The metal 1 layer:
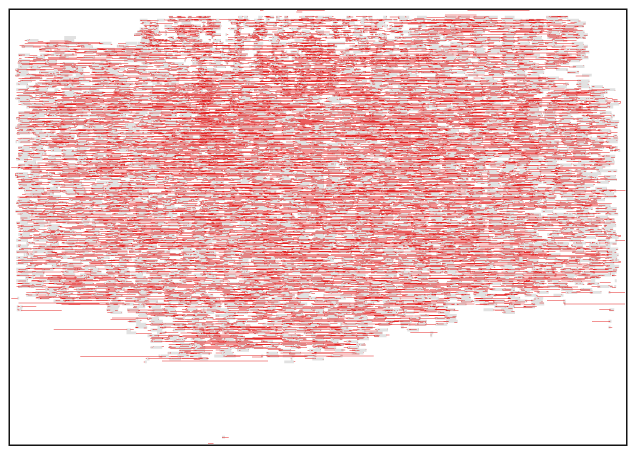
The metal 2 layer:
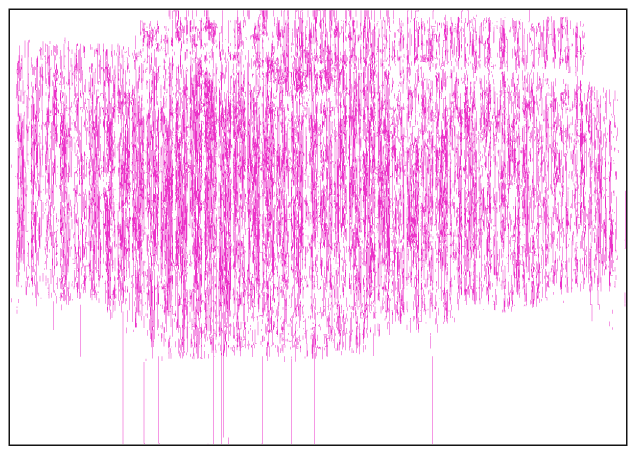
Metal 3:
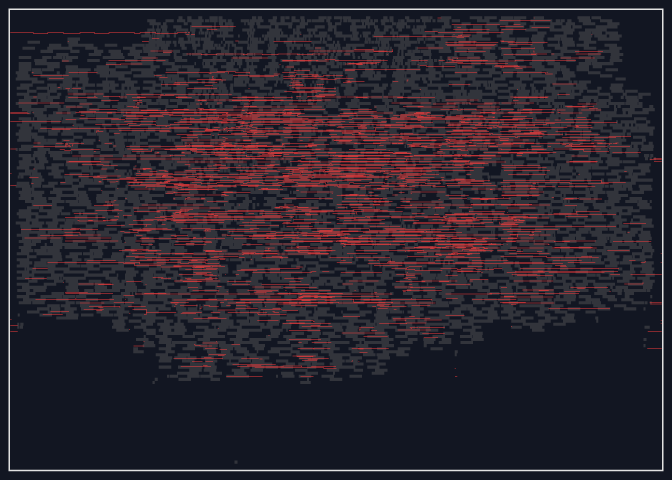
Metal 4:
Bar = 200 um.
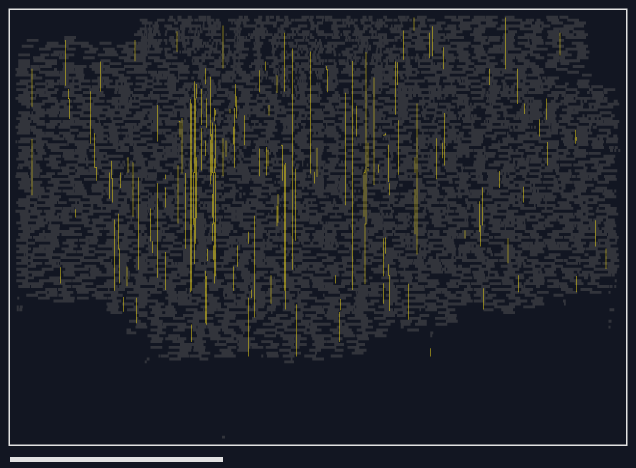
[src/rtl/turf_event_framer_pkg.sv]
`default_nettype none
// ============================================================================
//  Module   : turf_event_framer_pkg
//  Brief    : Shared constants, FSM encoding and header check for the framer.
//  Revision : 1.0
// ============================================================================
package turf_event_framer_pkg;

    localparam int DATA_W = 32;
    localparam int STAT_W = 8;

    localparam logic [7:0]  EVT_MAGIC    = 8'hE5;
    localparam logic [7:0]  ST_BAD_MAGIC = 8'h81;
    localparam logic [7:0]  ST_BAD_LEN   = 8'h82;
    localparam logic [7:0]  ST_ABORT     = 8'h83;
    localparam logic [7:0]  ST_HDR_OK    = 8'h00;
    localparam logic [31:0] ABORT_WORD   = 32'hDEADDEAD;

    typedef enum logic [1:0] {
        S_HDR   = 2'd0,
        S_PAY   = 2'd1,
        S_ABORT = 2'd2
    } framer_state_e;

    // Returns ST_HDR_OK for a usable header, otherwise the error status byte.
    function automatic logic [7:0] hdr_check(input logic [7:0] magic,
                                             input logic [15:0] len,
                                             input int max_words);
        if (magic != EVT_MAGIC)
            return ST_BAD_MAGIC;
        if ((len == 16'd0) || (int'(len) > max_words))
            return ST_BAD_LEN;
        return ST_HDR_OK;
    endfunction

endpackage
`default_nettype wire

[src/rtl/turf_event_framer_if.sv]
`default_nettype none
// ============================================================================
//  Module   : turf_event_framer_if
//  Brief    : Host write stream, AXIS event stream and status stream bundle.
//  Revision : 1.0
// ============================================================================
interface turf_event_framer_if;
    import turf_event_framer_pkg::*;

    logic [DATA_W-1:0] s_data;
    logic              s_wren;
    logic              s_full;
    logic              s_open;

    logic [DATA_W-1:0] m_axis_tdata;
    logic              m_axis_tvalid;
    logic              m_axis_tready;
    logic              m_axis_tlast;

    logic [STAT_W-1:0] st_tdata;
    logic              st_tvalid;
    logic              st_tready;

    modport master (
        input  s_data, s_wren, s_open, m_axis_tready, st_tready,
        output s_full, m_axis_tdata, m_axis_tvalid, m_axis_tlast, st_tdata, st_tvalid
    );

    modport slave (
        output s_data, s_wren, s_open, m_axis_tready, st_tready,
        input  s_full, m_axis_tdata, m_axis_tvalid, m_axis_tlast, st_tdata, st_tvalid
    );
endinterface
`default_nettype wire

[src/rtl/turf_event_framer_fifo.sv]
`default_nettype none
// ============================================================================
//  Module   : turf_sync_fifo
//  Brief    : First-word-fall-through synchronous FIFO with occupancy count.
//  Revision : 1.0
// ============================================================================
module turf_sync_fifo #(
    parameter int WIDTH = 32,
    parameter int DEPTH = 64
) (
    input  logic                     clk,
    input  logic                     rst,
    input  logic                     wr_en,
    input  logic [WIDTH-1:0]         wr_data,
    input  logic                     rd_en,
    output logic [WIDTH-1:0]         rd_data,
    output logic                     full,
    output logic [$clog2(DEPTH):0]   count
);
    localparam int AW = $clog2(DEPTH);
    localparam int CW = AW + 1;
    localparam logic [CW-1:0] FULL_CNT = CW'(DEPTH);

    logic [WIDTH-1:0] mem [DEPTH];
    logic [AW-1:0]    wr_ptr;
    logic [AW-1:0]    rd_ptr;
    logic             do_wr;
    logic             do_rd;

    // A pop in the same cycle frees the slot, so a write at full still lands.
    assign full    = (count == FULL_CNT);
    assign do_rd   = rd_en && (count != '0);
    assign do_wr   = wr_en && (!full || do_rd);
    assign rd_data = mem[rd_ptr];

    always_ff @(posedge clk) begin
        if (do_wr)
            mem[wr_ptr] <= wr_data;
    end

    always_ff @(posedge clk) begin
        if (rst) begin
            wr_ptr <= '0;
            rd_ptr <= '0;
            count  <= '0;
        end else begin
            if (do_wr)
                wr_ptr <= wr_ptr + 1'b1;
            if (do_rd)
                rd_ptr <= rd_ptr + 1'b1;
            count <= count + CW'(do_wr) - CW'(do_rd);
        end
    end
endmodule
`default_nettype wire

[src/rtl/turf_event_framer.sv]
`default_nettype none
// ============================================================================
//  Module   : turf_event_framer
//  Brief    : Frames host header+payload words into AXIS events with tlast and
//             emits one status byte per event or framing error.
//  Revision : 1.0
// ============================================================================
module turf_event_framer
    import turf_event_framer_pkg::*;
#(
    parameter int FIFO_DEPTH = 64,
    parameter int MAX_WORDS  = 1024,
    parameter int STAT_DEPTH = 16
) (
    input  logic                clk,
    input  logic                rst,
    turf_event_framer_if.master bus,
    output logic [15:0]         event_count,
    output logic [15:0]         err_count,
    output logic                st_overflow
);
    localparam int CW = $clog2(FIFO_DEPTH) + 1;
    localparam int SW = $clog2(STAT_DEPTH) + 1;
    localparam logic [CW-1:0] FULL_LEVEL = CW'(FIFO_DEPTH - 2);

    framer_state_e state;
    logic [15:0]   remaining;
    logic [6:0]    cur_tag;

    logic [31:0]   out_data;
    logic          out_valid;
    logic          out_last;
    logic          out_good;
    logic [6:0]    out_tag;
    logic          s_full_r;

    logic [31:0]   in_word;
    logic          in_full;
    logic [CW-1:0] in_count;
    logic [CW-1:0] in_count_next;
    logic          in_empty;
    logic          in_push;
    logic          in_pop;
    logic          in_drop;
    logic [7:0]    hdr_code;

    logic [7:0]    st_word;
    logic          st_full;
    logic [SW-1:0] st_count;
    logic          st_valid;
    logic          st_push;
    logic          st_pop;
    logic [7:0]    st_push_data;

    logic          can_load;
    logic          pend_good;
    logic          good_accept;
    logic          load;
    logic          load_last;
    logic          load_good;
    logic [31:0]   load_data;
    logic          fsm_err;
    logic          fsm_st_push;
    logic [7:0]    fsm_st;
    logic [1:0]    err_inc;
    logic [16:0]   err_sum;

    turf_sync_fifo #(.WIDTH(32), .DEPTH(FIFO_DEPTH)) u_in_fifo (
        .clk     (clk),
        .rst     (rst),
        .wr_en   (bus.s_wren),
        .wr_data (bus.s_data),
        .rd_en   (in_pop),
        .rd_data (in_word),
        .full    (in_full),
        .count   (in_count)
    );

    turf_sync_fifo #(.WIDTH(8), .DEPTH(STAT_DEPTH)) u_st_fifo (
        .clk     (clk),
        .rst     (rst),
        .wr_en   (st_push),
        .wr_data (st_push_data),
        .rd_en   (st_pop),
        .rd_data (st_word),
        .full    (st_full),
        .count   (st_count)
    );

    assign in_empty      = (in_count == '0);
    assign in_push       = bus.s_wren && (!in_full || in_pop);
    assign in_drop       = bus.s_wren && in_full && !in_pop;
    assign in_count_next = in_count + CW'(in_push) - CW'(in_pop);
    assign hdr_code      = hdr_check(in_word[31:24], in_word[15:0], MAX_WORDS);

    assign can_load    = !out_valid || bus.m_axis_tready;
    assign pend_good   = out_valid && out_good;
    assign good_accept = out_valid && out_good && bus.m_axis_tready;

    // A completed event's status is pushed when its last beat is accepted; a bad
    // header waits while such a beat is pending so the two never share a push.
    always_comb begin
        in_pop      = 1'b0;
        load        = 1'b0;
        load_data   = '0;
        load_last   = 1'b0;
        load_good   = 1'b0;
        fsm_err     = 1'b0;
        fsm_st_push = 1'b0;
        fsm_st      = '0;
        case (state)
            S_HDR: begin
                if (!in_empty && can_load) begin
                    if (hdr_code == ST_HDR_OK) begin
                        in_pop    = 1'b1;
                        load      = 1'b1;
                        load_data = in_word;
                    end else if (!pend_good) begin
                        in_pop      = 1'b1;
                        fsm_err     = 1'b1;
                        fsm_st_push = 1'b1;
                        fsm_st      = hdr_code;
                    end
                end
            end
            S_PAY: begin
                if (!in_empty && can_load) begin
                    in_pop    = 1'b1;
                    load      = 1'b1;
                    load_data = in_word;
                    load_last = (remaining == 16'd1);
                    load_good = (remaining == 16'd1);
                end
            end
            S_ABORT: begin
                if (can_load) begin
                    load        = 1'b1;
                    load_data   = ABORT_WORD;
                    load_last   = 1'b1;
                    fsm_err     = 1'b1;
                    fsm_st_push = 1'b1;
                    fsm_st      = ST_ABORT;
                end
            end
            default: ;
        endcase
    end

    assign st_valid     = (st_count != '0);
    assign st_pop       = st_valid && bus.st_tready;
    assign st_push      = good_accept || fsm_st_push;
    assign st_push_data = good_accept ? {1'b0, out_tag} : fsm_st;
    assign err_inc      = {1'b0, in_drop} + {1'b0, fsm_err};
    assign err_sum      = {1'b0, err_count} + {15'd0, err_inc};

    always_ff @(posedge clk) begin
        if (rst) begin
            state       <= S_HDR;
            remaining   <= '0;
            cur_tag     <= '0;
            out_data    <= '0;
            out_valid   <= 1'b0;
            out_last    <= 1'b0;
            out_good    <= 1'b0;
            out_tag     <= '0;
            s_full_r    <= 1'b0;
            event_count <= '0;
            err_count   <= '0;
            st_overflow <= 1'b0;
        end else begin
            s_full_r <= (in_count_next >= FULL_LEVEL);

            if (out_valid && bus.m_axis_tready)
                out_valid <= 1'b0;
            if (load) begin
                out_valid <= 1'b1;
                out_data  <= load_data;
                out_last  <= load_last;
                out_good  <= load_good;
                out_tag   <= cur_tag;
            end

            case (state)
                S_HDR: begin
                    if (load) begin
                        state     <= S_PAY;
                        remaining <= in_word[15:0];
                        cur_tag   <= in_word[22:16];
                    end
                end
                S_PAY: begin
                    if (in_pop) begin
                        remaining <= remaining - 16'd1;
                        if (remaining == 16'd1)
                            state <= S_HDR;
                    end else if (in_empty && !bus.s_open) begin
                        state <= S_ABORT;
                    end
                end
                S_ABORT: begin
                    if (load)
                        state <= S_HDR;
                end
                default: state <= S_HDR;
            endcase

            if (good_accept)
                event_count <= event_count + 16'd1;
            err_count <= err_sum[16] ? 16'hFFFF : err_sum[15:0];
            if (st_push && st_full && !st_pop)
                st_overflow <= 1'b1;
        end
    end

    assign bus.s_full        = s_full_r;
    assign bus.m_axis_tdata  = out_data;
    assign bus.m_axis_tvalid = out_valid;
    assign bus.m_axis_tlast  = out_last;
    assign bus.st_tdata      = st_word;
    assign bus.st_tvalid     = st_valid;
endmodule
`default_nettype wire

[src/flat_wrapper.sv]
// flat-port wrapper written by rule: the top's interface ports become plain ports
module turf_event_framer_flat import turf_event_framer_pkg::*;
#(
    parameter int FIFO_DEPTH = 64,
    parameter int MAX_WORDS  = 1024,
    parameter int STAT_DEPTH = 16
)
  (clk, rst, event_count, err_count, st_overflow, bus_s_data, bus_s_wren, bus_s_open, bus_m_axis_tready, bus_st_tready, bus_s_full, bus_m_axis_tdata, bus_m_axis_tvalid, bus_m_axis_tlast, bus_st_tdata, bus_st_tvalid);
  turf_event_framer_if bus_i ();
  input  logic clk;
  input  logic rst;
  output logic [15:0] event_count;
  output logic [15:0] err_count;
  output logic st_overflow;
  input wire logic [$bits(bus_i.s_data)-1:0] bus_s_data;
  input wire logic [$bits(bus_i.s_wren)-1:0] bus_s_wren;
  input wire logic [$bits(bus_i.s_open)-1:0] bus_s_open;
  input wire logic [$bits(bus_i.m_axis_tready)-1:0] bus_m_axis_tready;
  input wire logic [$bits(bus_i.st_tready)-1:0] bus_st_tready;
  output wire logic [$bits(bus_i.s_full)-1:0] bus_s_full;
  output wire logic [$bits(bus_i.m_axis_tdata)-1:0] bus_m_axis_tdata;
  output wire logic [$bits(bus_i.m_axis_tvalid)-1:0] bus_m_axis_tvalid;
  output wire logic [$bits(bus_i.m_axis_tlast)-1:0] bus_m_axis_tlast;
  output wire logic [$bits(bus_i.st_tdata)-1:0] bus_st_tdata;
  output wire logic [$bits(bus_i.st_tvalid)-1:0] bus_st_tvalid;
  assign bus_i.s_data = bus_s_data;
  assign bus_i.s_wren = bus_s_wren;
  assign bus_i.s_open = bus_s_open;
  assign bus_i.m_axis_tready = bus_m_axis_tready;
  assign bus_i.st_tready = bus_st_tready;
  assign bus_s_full = bus_i.s_full;
  assign bus_m_axis_tdata = bus_i.m_axis_tdata;
  assign bus_m_axis_tvalid = bus_i.m_axis_tvalid;
  assign bus_m_axis_tlast = bus_i.m_axis_tlast;
  assign bus_st_tdata = bus_i.st_tdata;
  assign bus_st_tvalid = bus_i.st_tvalid;
  turf_event_framer #(.FIFO_DEPTH(FIFO_DEPTH), .MAX_WORDS(MAX_WORDS), .STAT_DEPTH(STAT_DEPTH)) u_core (.clk(clk), .rst(rst), .bus(bus_i), .event_count(event_count), .err_count(err_count), .st_overflow(st_overflow));
endmodule
[config.mk]
export PLATFORM = sky130hd
export DESIGN_NAME = turf_event_framer_flat
export DESIGN_NICKNAME = d
export VERILOG_FILES = /design/src/rtl/turf_event_framer_pkg.sv /design/src/rtl/turf_event_framer_if.sv /design/src/rtl/turf_event_framer_fifo.sv /design/src/rtl/turf_event_framer.sv /design/src/flat_wrapper.sv
export SDC_FILE = /design/constraint.sdc
export NUM_CORES = 2
export LEC_CHECK = 0
export CAP_MARGIN = 15
export CORE_ASPECT_RATIO = 0.7
export CORE_MARGIN = 5
export CORE_UTILIZATION = 40
export CTS_CLUSTER_SIZE = 28
export DETAILED_ROUTE_END_ITERATION = 16
export SLEW_MARGIN = 5
export SYNTH_ARGS = -nofsm -noshare
export SYNTH_HDL_FRONTEND = slang
export SYNTH_SLANG_ARGS = --single-unit
[constraint.sdc]
create_clock -name clk -period 10 [get_ports clk]
set_input_delay 2 -clock clk [delete_from_list [all_inputs] [get_ports clk]]
set_output_delay 2 -clock clk [all_outputs]
set_load 0.005 [all_outputs]
==> reports/metrics.yaml <==
power_and_ir_drop:
  finalPower_w: 0.0240
  p_int_w: 0.0173
  swShare_pct: 27.8
  irDropWorstVdd_mv: 0.194
  powerComb_w: 0.00530
  maxPowerGroup: "registers"
die:
  dieWidth_um: 579
  chipHeight_um: 408
  core-area_um2: 226000
  chip_area_um2: 236000
job:
  warnings: 38
routing:
  wl_met3_um: 33500
  wl_um: 268000
  drt-met1-wl_um: 115000
  ant_nets: 0
  drc: 0
  num_vias: 48000
final_timing:
  max_slew_margin_pct: 8.41
  setup_viol: 0
  fin_hold_ws_ps: 452
  rsz0062_at_grt: "no"
  fin_crit_sh_pct: 78.0
  worst_slack_ps: 2200
  hold_viol: 0
  timing.fmax_mhz: 128
logic_synthesis:
  yosysUniqueCellTypes: 77
  top_cells_by_count: "2,176 x edfxtp_1, 528 x mux4_2, 197 x mux2i_1"
  synth_dominant_cell_count: "edfxtp_1"
  synth_cells: 4453
  ys_ff: 2319
  yosysWarnings: 0
  postSynth.asyncResetShare_pct: 0
  ys.flop_type: "edfxtp_1"
  syn_area_um2: 90500
  ys_top_logic_family: "multiplexers"
  yosys_area_um2: 90500
  synth-adder-area-share_pct: 0.545
  ys_top_cells_by_area: "edfxtp_1 72%, mux4_2 13%, dfxtp_1 3.2%"
layout:
  antennaDiodeCount: 4
  largest_register_ff_count: 2048
  finalInstanceArea_um2: 103000
  final_nets: 4798
  comb_cells: 1838
  final_cell_mix: "2,176 x edfxtp_1, 528 x mux4_2, 214 x clkbuf_16"
  post-route-util_pct: 45.5
  finalNonFillerCells: 7922
critical_path:
  crit_path_cell_trace: "buf_12 > mux4_2 > nand2_1 > nand2_1 > a221oi_1 > nor3_1 > nor4b_1 > or4b_4 > a211oi_4 > buf_4 > nor3_4 > or3b_1 > nor2_4 > buf_4"
  r2r_setup_slack_ps: 2200
  critPathLaunchType: "register"
  cp.arrival_ps: 8310
  path_class: "register to register"
  cp_num_buf_inv: 3
  worstReg2RegEnd: "u_core.u_in_fifo.mem[41][27]$_DFFE_PP_"
  critical-path-top-delay-family: "simple AND/OR/NAND/NOR gates"
global_route:
  gr-usage-met1_pct: 34.6
  grt_overflow: 0
  grt_max_degree: 99
  antenna_found_initial: 12
placed_design:
  placed_cell_area_um2: 96000
  pre_cts_ws_ps: 2380
  dp_cells: 7531
cts:
  cts_hold_buf: 0
  cts_buffers: 213
  htreeDepth: 4
  cts_resized: 0
  clk_latency_ps: 860
  cts_sinks: 2319
  clkTransAtPathRegs_ps: 60
run_status:
  status: "complete, no violations"
min_path:
  holdCritStartpoint: "u_core.bus.m_axis_tdata[12]$_SDFFE_PP0P_"
About 'the metal 1 layer':
share of all routed wire = 43%
nets with wire on the layer = 4,660

About 'the metal 2 layer':
share of all routed wire = 42%
main direction = vertical
nets with wire on the layer = 4,186
longest straight run = 173 um
wire length on this layer = 114 mm

About 'metal 3':
main direction = horizontal
longest straight run = 227 um

About 'metal 4':
main direction = vertical
longest straight run = 215 um
wire length on this layer = 6,130 um
share of all routed wire = 2.3%

